$ cat config.mk
export PLATFORM = sky130hd
export DESIGN_NAME = uart_timebase_store
export DESIGN_NICKNAME = d
export VERILOG_FILES = /design/src/rtl/uart_timebase_pkg.sv /design/src/rtl/uart_timebase_store_toggle_div.sv /design/src/rtl/uart_timebase_store.sv
export SDC_FILE = /design/constraint.sdc
export NUM_CORES = 1
export LEC_CHECK = 0
export ABC_AREA = 1
export CORE_MARGIN = 2
export CORE_UTILIZATION = 49
export DETAILED_ROUTE_END_ITERATION = 12
export PLACE_DENSITY = 0.74
export SYNTH_ARGS = -nofsm -noshare
export SYNTH_HDL_FRONTEND = slang
export SYNTH_SLANG_ARGS = --single-unit
$ cat constraint.sdc
create_clock -name clk -period 2.8 [get_ports clk]
set_clock_uncertainty 0.1 [all_clocks]
set_input_delay 0.7 -clock clk [delete_from_list [all_inputs] [get_ports clk]]
set_output_delay 0.7 -clock clk [all_outputs]
set_load 0.02 [all_outputs]
$ cat src/rtl/uart_timebase_pkg.sv
// Shared constants and divider helpers for the UART timebase/storage core.
package uart_timebase_pkg;

  localparam int unsigned BAUD_9600   = 9600;
  localparam int unsigned BAUD_19200  = 19200;
  localparam int unsigned BAUD_57600  = 57600;
  localparam int unsigned BAUD_115200 = 115200;

  // Unknown select codes fall back to the slowest rate.
  function automatic int unsigned baud_of(input int sel);
    case (sel)
      1:       return BAUD_19200;
      2:       return BAUD_57600;
      3:       return BAUD_115200;
      default: return BAUD_9600;
    endcase
  endfunction

  function automatic int unsigned half_div(input int unsigned clk_hz,
                                           input int unsigned divisor);
    int unsigned q;
    q = clk_hz / divisor;
    return (q < 1) ? 1 : q;
  endfunction

endpackage

$ cat src/rtl/uart_timebase_store_toggle_div.sv
// Square-wave divider: output toggles every HALF clk cycles (period 2*HALF).
module toggle_div #(
  parameter int unsigned HALF = 1
) (
  input  logic clk,
  input  logic rst,
  output logic out
);

  localparam int CW = (HALF > 1) ? $clog2(HALF) : 1;
  localparam logic [CW-1:0] LAST = CW'(HALF - 1);

  logic [CW-1:0] cnt;

  always_ff @(posedge clk) begin
    if (rst) begin
      cnt <= '0;
      out <= 1'b0;
    end else if (cnt == LAST) begin
      cnt <= '0;
      out <= ~out;
    end else begin
      cnt <= cnt + 1'b1;
    end
  end

endmodule

$ cat src/rtl/uart_timebase_store.sv
// UART bit/oversample/heartbeat clock generation plus a small byte matrix
// with a synchronous write port and a registered read port.
module uart_timebase_store
  import uart_timebase_pkg::*;
#(
  parameter int unsigned CLK_HZ      = 100_000_000,
  parameter int          BAUD_SEL    = 0,
  parameter int unsigned SLOW_CYCLES = 100_000_000,
  parameter int          ROWS        = 2,
  parameter int          COLS        = 2,
  parameter int          DATA_W      = 8,
  parameter int          ADDR_W      = 6
) (
  input  logic              clk,
  input  logic              rst,
  output logic              bclk,
  output logic              bclk_x8,
  output logic              slow_clk,
  input  logic              write,
  input  logic [ADDR_W-1:0] write_address,
  input  logic [DATA_W-1:0] write_value,
  input  logic              read,
  input  logic [ADDR_W-1:0] read_address,
  output logic [DATA_W-1:0] data
);

  localparam int unsigned BAUD = baud_of(BAUD_SEL);
  localparam int unsigned H_B  = half_div(CLK_HZ, 2 * BAUD);
  localparam int unsigned H_8  = half_div(CLK_HZ, 16 * BAUD);
  localparam int unsigned H_S  = half_div(SLOW_CYCLES, 2);

  localparam int DEPTH = ROWS * COLS;
  localparam int IDX_W = (DEPTH > 1) ? $clog2(DEPTH) : 1;

  toggle_div #(.HALF(H_B)) u_bclk (.clk(clk), .rst(rst), .out(bclk));
  toggle_div #(.HALF(H_8)) u_bclk_x8 (.clk(clk), .rst(rst), .out(bclk_x8));
  toggle_div #(.HALF(H_S)) u_slow (.clk(clk), .rst(rst), .out(slow_clk));

  logic [DATA_W-1:0] mem [DEPTH];

  logic wr_ok;
  logic rd_ok;
  assign wr_ok = int'(write_address) < DEPTH;
  assign rd_ok = int'(read_address) < DEPTH;

  // Read and write share one block so a same-address access returns the
  // pre-write contents.
  always_ff @(posedge clk) begin
    if (rst) begin
      for (int i = 0; i < DEPTH; i++) mem[i] <= '0;
      data <= '0;
    end else begin
      if (write && wr_ok) mem[write_address[IDX_W-1:0]] <= write_value;
      if (read) data <= rd_ok ? mem[read_address[IDX_W-1:0]] : '0;
    end
  end

endmodule

==> impl_metrics.json, run 1 <==
{
  "final_critical_path_setup_slack_ps": 599,
  "netlist_instances": 558,
  "p_r_area_growth_vs_syn_pct": 14.1,
  "chip_area_um2": 9740,
  "ys_sh_aoi": 0.0843,
  "synth.cellmix.adderShare": 0.0114,
  "startpoint_type": "input pin",
  "syn_nets": 586,
  "std_cell_rows": 34,
  "cts_repair_resize_count": 0,
  "timing.final.setup_violations": 0,
  "critPathMaxStageDelay_ps": 450,
  "fin_nets": 629,
  "reg2reg_slack_ps": 1120,
  "finalHoldViolCount": 0,
  "comb_cell_power_mw": 0.152,
  "critical_path_arrival_ps": 2130,
  "power.share.combinational": 0.064,
  "status": "complete, no violations",
  "n_all_buffers": 42,
  "ant_nets": 0,
  "gp_congestion": 0.877,
  "antenna_found_initial": 0,
  "syn_area_um2": 4400,
  "top_layer_used": "met4",
  "launch_point_of_the_worst_hold_path": "u_bclk.cnt[0]",
  "logic_area_um2": 1950,
  "crit_path_start": "write",
  "floorplan.io_pins": 35,
  "synthesis.area_per_instance_um2": 7.88,
  "seqCellArea_um2": 2160,
  "timing.setup.tns_ps": 0,
  "timing.max_cap.violations": 0,
  "avgViaCountPerCell": 5.09,
  "multiplexer_fraction_of_the_synthesized_cell_area": 0,
  "drt_pass1_iterations": 5,
  "timing.critical_path.to": "mem[1][2]",
  "layoutNonFillerInstCount": 714,
  "final_common_cell": "sky130_fd_sc_hd__nand2_1",
  "die_height_um": 98.7,
  "worst-path-buf-inv": 1,
  "globalRouteMet3Util": 0.0397,
  "fp_util": 0.504,
  "worstSetupEndpointType": "register",
  "power.share.clock": 0.332,
  "p_sw_mw": 0.573,
  "postSynthRegisterBits": 92,
  "wl_met3_um": 396,
  "synthesis.yosys.warnings": 0,
  "maxClockFrequency_mhz": 454,
  "num-nonclk-inverters": 53,
  "yosysSeqAreaShare": 0.492,
  "cts_tree": "yes",
  "core_area_um2": 8720,
  "buffers_inserted_by_post_cts_timing_repair": 0,
  "layout-drive-gt1-share": 0.102,
  "clk_tree_root_cell": "sky130_fd_sc_hd__clkbuf_8",
  "top_regs": "mem (32), u_slow.cnt (26), u_bclk.cnt (13)",
  "chipWidth_um": 98.7,
  "grt_pass1_vias": 3465,
  "postLayoutCellArea_um2": 5010,
  "cts.reportedPaths.clkPinSlew_ps": 100,
  "layout.core_utilization": 0.575,
  "portBuffers": 34,
  "drtIter0Drc": 178,
  "powerSeq_mw": 1.43,
  "stage_log_warnings": 27,
  "ctsLongestPathBuffers": 2,
  "crit-reg2reg-capture": "u_slow.cnt[13]",
  "seq_power_share": 0.604,
  "cells_along_the_critical_path": "clkdlybuf4s50_1, nor3b_1, nand3_1, nor2_2, nand3_2, nand2_1",
  "crit_path_top_delay_cell": "sky130_fd_sc_hd__clkdlybuf4s50_1",
  "layout_top_cells_excl_fill_tap": "128 x sky130_fd_sc_hd__nand2_1, 110 x sky130_fd_sc_hd__nor2_1, 60 x sky130_fd_sc_hd__dfxtp_1",
  "r2r_start": "u_slow.cnt[0]",
  "grt_overflow": 0,
  "ys_sh_simple": 0.322
}
## run 1: cells in the mapped netlist, drive strengths merged
cell | instances | area share
o31ai | 1 | 0.0017
ha | 4 | 0.011
nand3 | 27 | 0.036
nor3b | 1 | 0.0017
xor2 | 7 | 0.014
nand4 | 5 | 0.0071
and2 | 1 | 0.0020
xnor2 | 6 | 0.012
edfxtp | 32 | 0.22
clkbuf | 1 | 0.00085
nor2 | 129 | 0.12
o211ai | 1 | 0.0017
nand3b | 3 | 0.0051
buf | 9 | 0.019
dfxtp | 60 | 0.27
or2 | 7 | 0.010
inv | 53 | 0.045
nand2 | 130 | 0.12
o21bai | 2 | 0.0034
a21oi | 33 | 0.044
nor3 | 17 | 0.019
o21ai | 29 | 0.033
Fig. 1: run 1, the clock network
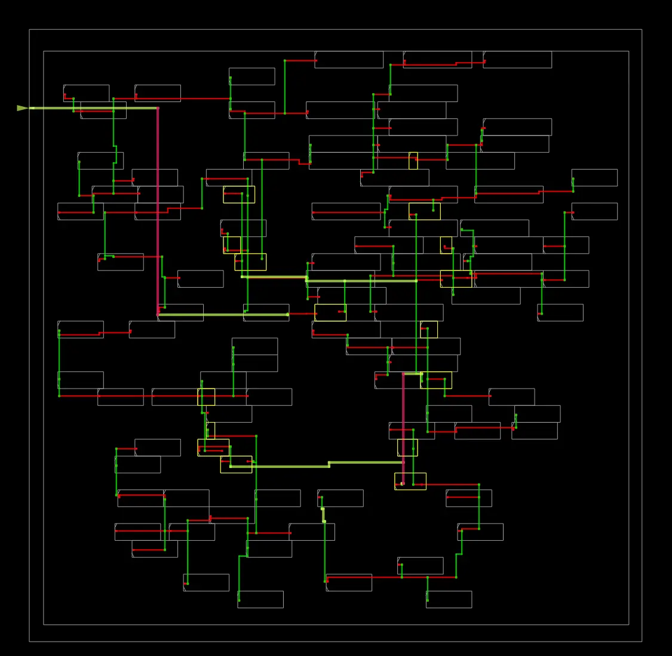
number of buffers created by CTS: 9
clock network latency to the later pin of the worst-skew pair: 350 ps
layout sequential cell count: 92
clock group total power: 0.787 mW
CTS sink count: 92

Fig. 2: run 1, metal 2
Drawn at 4 px/µm. Cells faint in the background.
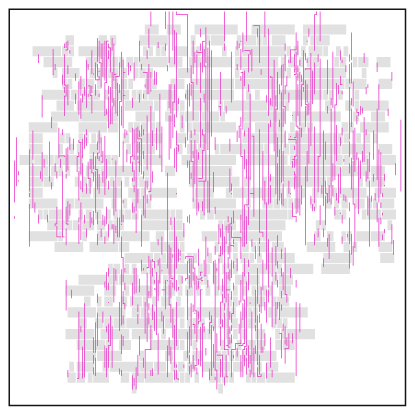
The wires run mostly vertical. The layer holds 47% of the routed length.
overall via count from detail_route: 3634
final wirelength: 8890 µm
met2 capacity usage during global routing: 0.321

Fig. 3: run 1, signal wires by layer
Drawn at 6 px/µm. Only two layers are drawn.
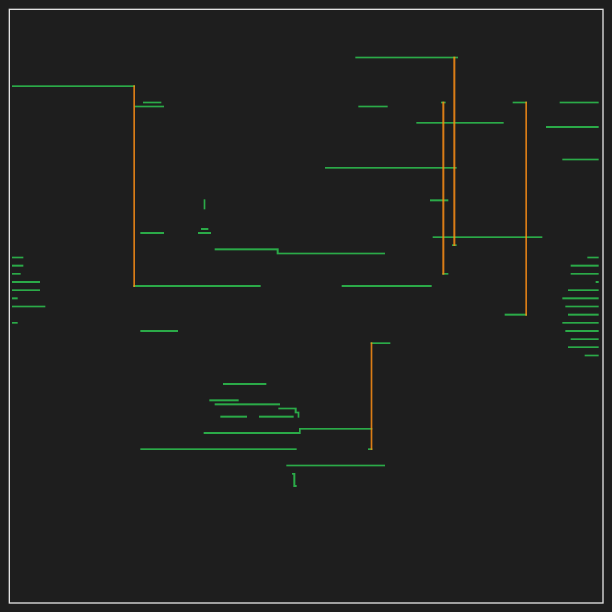
Key: M4 = orange [wire length 146 µm]; M3 = green [wire length 396 µm]
total global routing track utilization: 0.192
average detailed-routed wire length per instance: 12.4 µm

Fig. 4: run 1, a small window of the routed layout
Region (64, 64) to (84, 84) µm. Cells in grey, sequential cells in the stronger grey; small squares are vias.
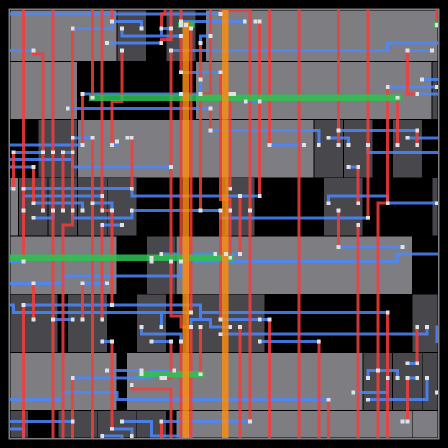
Key: M3 = green; M1 = blue; M2 = red; M4 = orange
25 logic cells have their middle in the window. Sequential cells in the window: 5. Most frequent: nor2_1 (14), o21ai_0 (5), edfxtp_1 (5). Netlist names of flops here include mem (5).

==> run 1 -> run 2 <==
==> constraint.sdc (replaced) <==
create_clock -name clk -period 2.3 [get_ports clk]
set_clock_uncertainty 0.1 [all_clocks]
set_input_delay 0.575 -clock clk [delete_from_list [all_inputs] [get_ports clk]]
set_output_delay 0.575 -clock clk [all_outputs]
set_load 0.02 [all_outputs]
==> run 2 against run 1 <==
  * Wire length down 0.64%
  * Setup slack worse by 360 ps
  * Utilization up 0.75 points
  * Count of clock-buffer cells in the layout down 1
  * Register-to-register slack worse by 530 ps
  * Flip-flop count unchanged
  * Combinational power up 24%
  * First-iteration DRC count up 53%
  * Critical path depth down 5
  * Via count down 1.3%
  * Cell count up 0.56%
  * Largest cell class unchanged
==> impl_metrics.json, run 2 <==
{
  "postSynthRegisterBits": 92,
  "final_critical_path_setup_slack_ps": 241,
  "seq_cell_count": 92,
  "top_regs": "mem (32), u_slow.cnt (26), u_bclk.cnt (13)",
  "drc_errors_left": 0,
  "fp_util": 0.504,
  "stage_log_warnings": 27,
  "syn_nets": 586,
  "maxClockFrequency_mhz": 486,
  "p_r_area_growth_vs_syn_pct": 15.5,
  "ys_sh_simple": 0.322,
  "cts_tree": "yes",
  "critPathMaxStageDelay_ps": 630,
  "antenna_found_initial": 0,
  "syn_area_um2": 4400,
  "placedCellCount": 702,
  "r2r_start": "u_slow.cnt[0]",
  "synth.cellmix.adderShare": 0.0114,
  "crit-reg2reg-capture": "u_slow.cnt[14]",
  "launch_point_of_the_worst_hold_path": "u_bclk.cnt[0]",
  "grt_overflow": 0,
  "drt_pass1_iterations": 4,
  "clk_tree_root_cell": "sky130_fd_sc_hd__clkbuf_8",
  "fin_nets": 633,
  "buffers_inserted_by_post_cts_timing_repair": 0,
  "critical_path_arrival_ps": 1380,
  "netlist-cell-type-count": 34,
  "cells_along_the_critical_path": "clkdlybuf4s50_1",
  "finalWorstPathRequiredPeriod_ps": 2060,
  "reg2reg_slack_ps": 590,
  "wl_per_cell_um": 12.3,
  "logic_area_um2": 1950,
  "postSynth.asyncResetShare": 0,
  "registers.top_by_ff_count": "mem",
  "common_cells": "128 x sky130_fd_sc_hd__nand2_1, 110 x sky130_fd_sc_hd__nor2_1, 60 x sky130_fd_sc_hd__dfxtp_1",
  "synthesis.area_per_instance_um2": 7.88,
  "timing.max_cap.violations": 0,
  "largest_register_ffs": 32,
  "n_all_buffers": 46,
  "netlist.area_leader.share": 0.273,
  "clock_sinks": 92,
  "cp.required_ps": 1620,
  "chipWidth_um": 98.7,
  "worst-path-buf-inv": 1,
  "layoutNonFillerInstCount": 718,
  "portBuffers": 34,
  "cts_repair_resize_count": 0,
  "gp_congestion": 0.920,
  "yosysTopAreaCell": "sky130_fd_sc_hd__dfxtp_1",
  "drtIter0Drc": 272,
  "avgViaCountPerCell": 4.99,
  "max-slew-margin-rel": 0.692,
  "chip_area_um2": 9740,
  "yosysSeqAreaShare": 0.492,
  "startpoint_type": "register",
  "edf_count": 32,
  "status": "complete, no violations",
  "tritoncts.num_buffers": 9,
  "ys_sh_aoi": 0.0843,
  "timing.critical_path.to": "slow_clk",
  "netlist_instances": 558,
  "timing.final.setup_violations": 0,
  "std_cell_rows": 34,
  "layout_top_cells_excl_fill_tap": "128 x sky130_fd_sc_hd__nand2_1, 110 x sky130_fd_sc_hd__nor2_1, 60 x sky130_fd_sc_hd__dfxtp_1",
  "grt_pass1_vias": 3416,
  "grtUsageTotal": 0.196,
  "ant_nets": 0,
  "finalHoldViolCount": 0,
  "grt_max_degree": 27,
  "crit_path_top_delay_cell": "sky130_fd_sc_hd__clkdlybuf4s50_1",
  "crit_path_start": "u_slow.out",
  "layout.core_utilization": 0.582,
  "final_common_cell": "sky130_fd_sc_hd__nand2_1",
  "ctsLongestPathBuffers": 2,
  "multiplexer_fraction_of_the_synthesized_cell_area": 0,
  "cts.reportedPaths.clkPinSlew_ps": 90,
  "clock_latency_ps": 360,
  "synth-main-ff-cell": "sky130_fd_sc_hd__dfxtp_1",
  "core_area_um2": 8720,
  "num-nonclk-inverters": 53,
  "layout-drive-gt1-share": 0.111,
  "floorplan.io_pins": 35,
  "synthMostInstantiatedCell": "sky130_fd_sc_hd__nand2_1",
  "synthesis.yosys.warnings": 0,
  "die_height_um": 98.7,
  "area_leaders": "sky130_fd_sc_hd__dfxtp_1 27%, sky130_fd_sc_hd__edfxtp_1 22%, sky130_fd_sc_hd__nand2_1 11%, sky130_fd_sc_hd__nor2_1 9.4%, sky130_fd_sc_hd__inv_1 4.4%",
  "seqCellArea_um2": 2160,
  "worstSetupEndpointType": "primary output"
}
==> run 2: cell counts after synthesis <==
Identical to the previous run, type by type.
==> run 2: layer usage <==
layer  routed length, µm  global-route usage  vias to the layer above
li1                    -                   -                     1877
met1                4200               0.268                     1628
met2                4100               0.313                       71
met3                 418              0.0340                        9
met4                 116              0.0759                        0
met5                   0                   0                        -
==> run 2: power breakdown <==
part | internal (mW) | switching (mW) | leakage, nW
Combinational | 0.0826 | 0.107 | 0.855
Clock | 0.423 | 0.631 | 0.0922
Sequential | 1.72 | 0.0232 | 0.789
==> run 2: stage by stage <==
stage	TNS [ps]	total power [mW]	instance area (µm²)
4_1_cts	0	3.02	5080
6_report	0	2.99	5080
3_3_place_gp	-1410	1.97	4890
2_1_floorplan	0	1.89	4400
3_5_place_dp	-2510	1.97	4890
5_1_grt	0	3.11	5080
Fig. 5: run 2, metal 2
Drawn at 4 px/µm. Cells faint in the background.
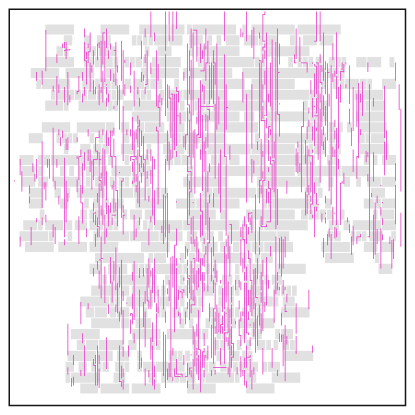
The layer carries 4100 µm of wire. 509 nets have wire on it. The wires run mostly vertical.
final wirelength: 8830 µm
overall via count from detail_route: 3585
met2 capacity usage during global routing: 0.313

==> run 2 -> run 3 <==
==> constraint.sdc (replaced) <==
create_clock -name clk -period 2.13 [get_ports clk]
set_clock_uncertainty 0.1 [all_clocks]
set_input_delay 0.5325 -clock clk [delete_from_list [all_inputs] [get_ports clk]]
set_output_delay 0.5325 -clock clk [all_outputs]
set_load 0.02 [all_outputs]
==> run 3 against run 2 <==
  * Cell count increased by 0.28%
  * Setup slack got worse by 120 ps
  * Hold slack improved by 3.5 ps
  * Highest routed layer unchanged
  * Largest cell class unchanged
  * Combinational power increased by 11%
  * Sequential share of layout area decreased by 0.15 points
==> impl_metrics.json, run 3 <==
{
  "clock_sinks": 92,
  "largest_register_ffs": 32,
  "critPathMaxStageDelay_ps": 450,
  "layout_top_cells_excl_fill_tap": "127 x sky130_fd_sc_hd__nand2_1, 110 x sky130_fd_sc_hd__nor2_1, 60 x sky130_fd_sc_hd__dfxtp_1",
  "totalWireLength_um": 8870,
  "grt_max_degree": 27,
  "wl_per_cell_um": 12.3,
  "top_regs": "mem (32), u_slow.cnt (26), u_bclk.cnt (13)",
  "layoutNonFillerInstCount": 720,
  "power.share.switching": 0.236,
  "seq_cell_count": 92,
  "chip_area_um2": 9740,
  "avgViaCountPerCell": 5.04,
  "critical_path_arrival_ps": 1980,
  "comb_cell_power_mw": 0.209,
  "synthesis.yosys.warnings": 0,
  "final_common_cell": "sky130_fd_sc_hd__nand2_1",
  "common_cells": "128 x sky130_fd_sc_hd__nand2_1, 110 x sky130_fd_sc_hd__nor2_1, 60 x sky130_fd_sc_hd__dfxtp_1",
  "ys_sh_simple": 0.322,
  "detailed_place.area_um2": 4900,
  "p_int_mw": 2.49,
  "num-nonclk-inverters": 53,
  "synthesis.area_per_instance_um2": 7.88,
  "status": "complete, no violations",
  "postLayoutCellArea_um2": 5100,
  "logic_area_um2": 1950,
  "power.share.combinational": 0.064,
  "powerSeq_mw": 1.88,
  "synth-main-ff-cell": "sky130_fd_sc_hd__dfxtp_1",
  "power.largest_group": "registers",
  "edf_count": 32,
  "cells_along_the_critical_path": "clkdlybuf4s50_1, nor3b_1, nand3_1, buf_4, o31ai_1, buf_4",
  "stage_log_warnings": 27,
  "gp_congestion": 0.926,
  "grtUsageTotal": 0.195,
  "timing.max_cap.violations": 0,
  "syn_area_um2": 4400,
  "cp.required_ps": 2110,
  "netlist.area_leader.share": 0.273,
  "worst-path-buf-inv": 3,
  "grt_overflow": 0,
  "postSynth.asyncResetShare": 0,
  "power_mw": 3.26,
  "portBuffers": 34,
  "synth.cellmix.adderShare": 0.0114,
  "finalHoldViolCount": 0,
  "layout.core_utilization": 0.584,
  "p_r_area_growth_vs_syn_pct": 15.9,
  "vias": 3629,
  "ys_sh_aoi": 0.0843,
  "grt_pass1_vias": 3529,
  "timing.setup.tns_ps": 0,
  "tritoncts.num_buffers": 9,
  "postSynthRegisterBits": 92,
  "power.share.clock": 0.357,
  "drc_errors_left": 0,
  "synthMostInstantiatedCell": "sky130_fd_sc_hd__nand2_1",
  "timing.final.setup_violations": 0,
  "floorplan.io_pins": 35,
  "layout-drive-gt1-share": 0.113,
  "seq_power_share": 0.579,
  "die_height_um": 98.7
}
run 3: cell counts after synthesis:
No cell type changed its count.
run 3: timing repair:
action	in CTS	in global routing
endpoints found under the hold margin	0	0
gates resized	0	1
endpoints found under the setup margin	0	8
setup buffers	0	0
run 3: path summary, 6_finish.rpt:
path | startpoint | endpoint | slack (ps) | cells past startpoint
setup / recovery | write | mem[3][6] | 120 | 6
hold / removal | u_bclk.cnt[0] | u_bclk.cnt[0] | 360 | 1
setup reg to reg | u_slow.cnt[0] | u_slow.cnt[10] | 440 | 7
hold reg to reg | u_bclk.cnt[0] | u_bclk.cnt[0] | 360 | 1
run 3: per-layer routing:
layer	track usage	share of wire
met4	0.0811	0.025
met1	0.258	0.47
met5	0	0
met2	0.308	0.44
met3	0.0496	0.063
Fig. 6: run 3, the clock network
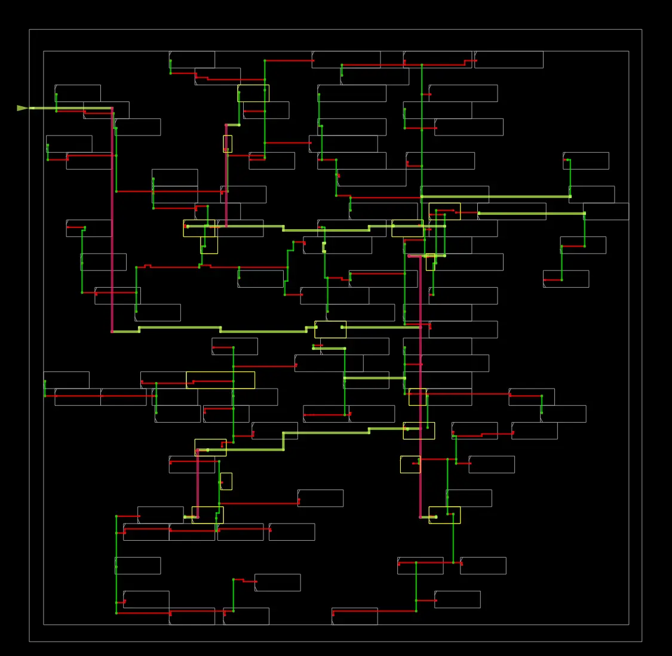
clock network latency to the later pin of the worst-skew pair: 370 ps
clock group total power: 1.16 mW
Clock buffer cells: 9


## Gallery

Wires at chosen ports, followed through buffers.
Drawn at 4 px/µm.
panel A
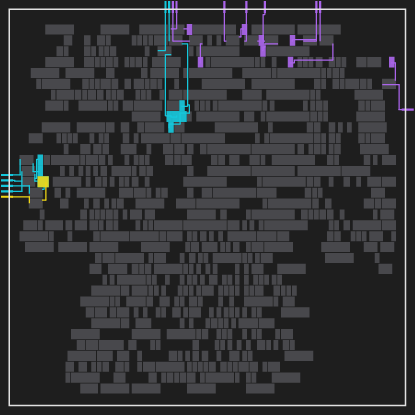
panel B
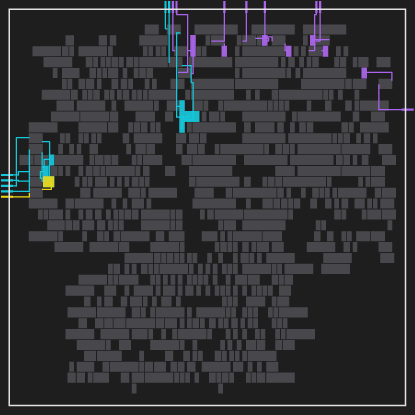
panel B: run 1
panel A: run 2

Key to panel B:
Key: write_address = cyan [bits 6, direction input, end cells 7, buffers 6, wire 135 µm]; write_value = purple [bits 8, direction input, end cells 8, buffers 8, wire 124 µm]; write = yellow [bits 1, direction input, end cells 1, buffers 1, wire 9.20 µm]

Power is estimated from default activity; no workload was simulated.
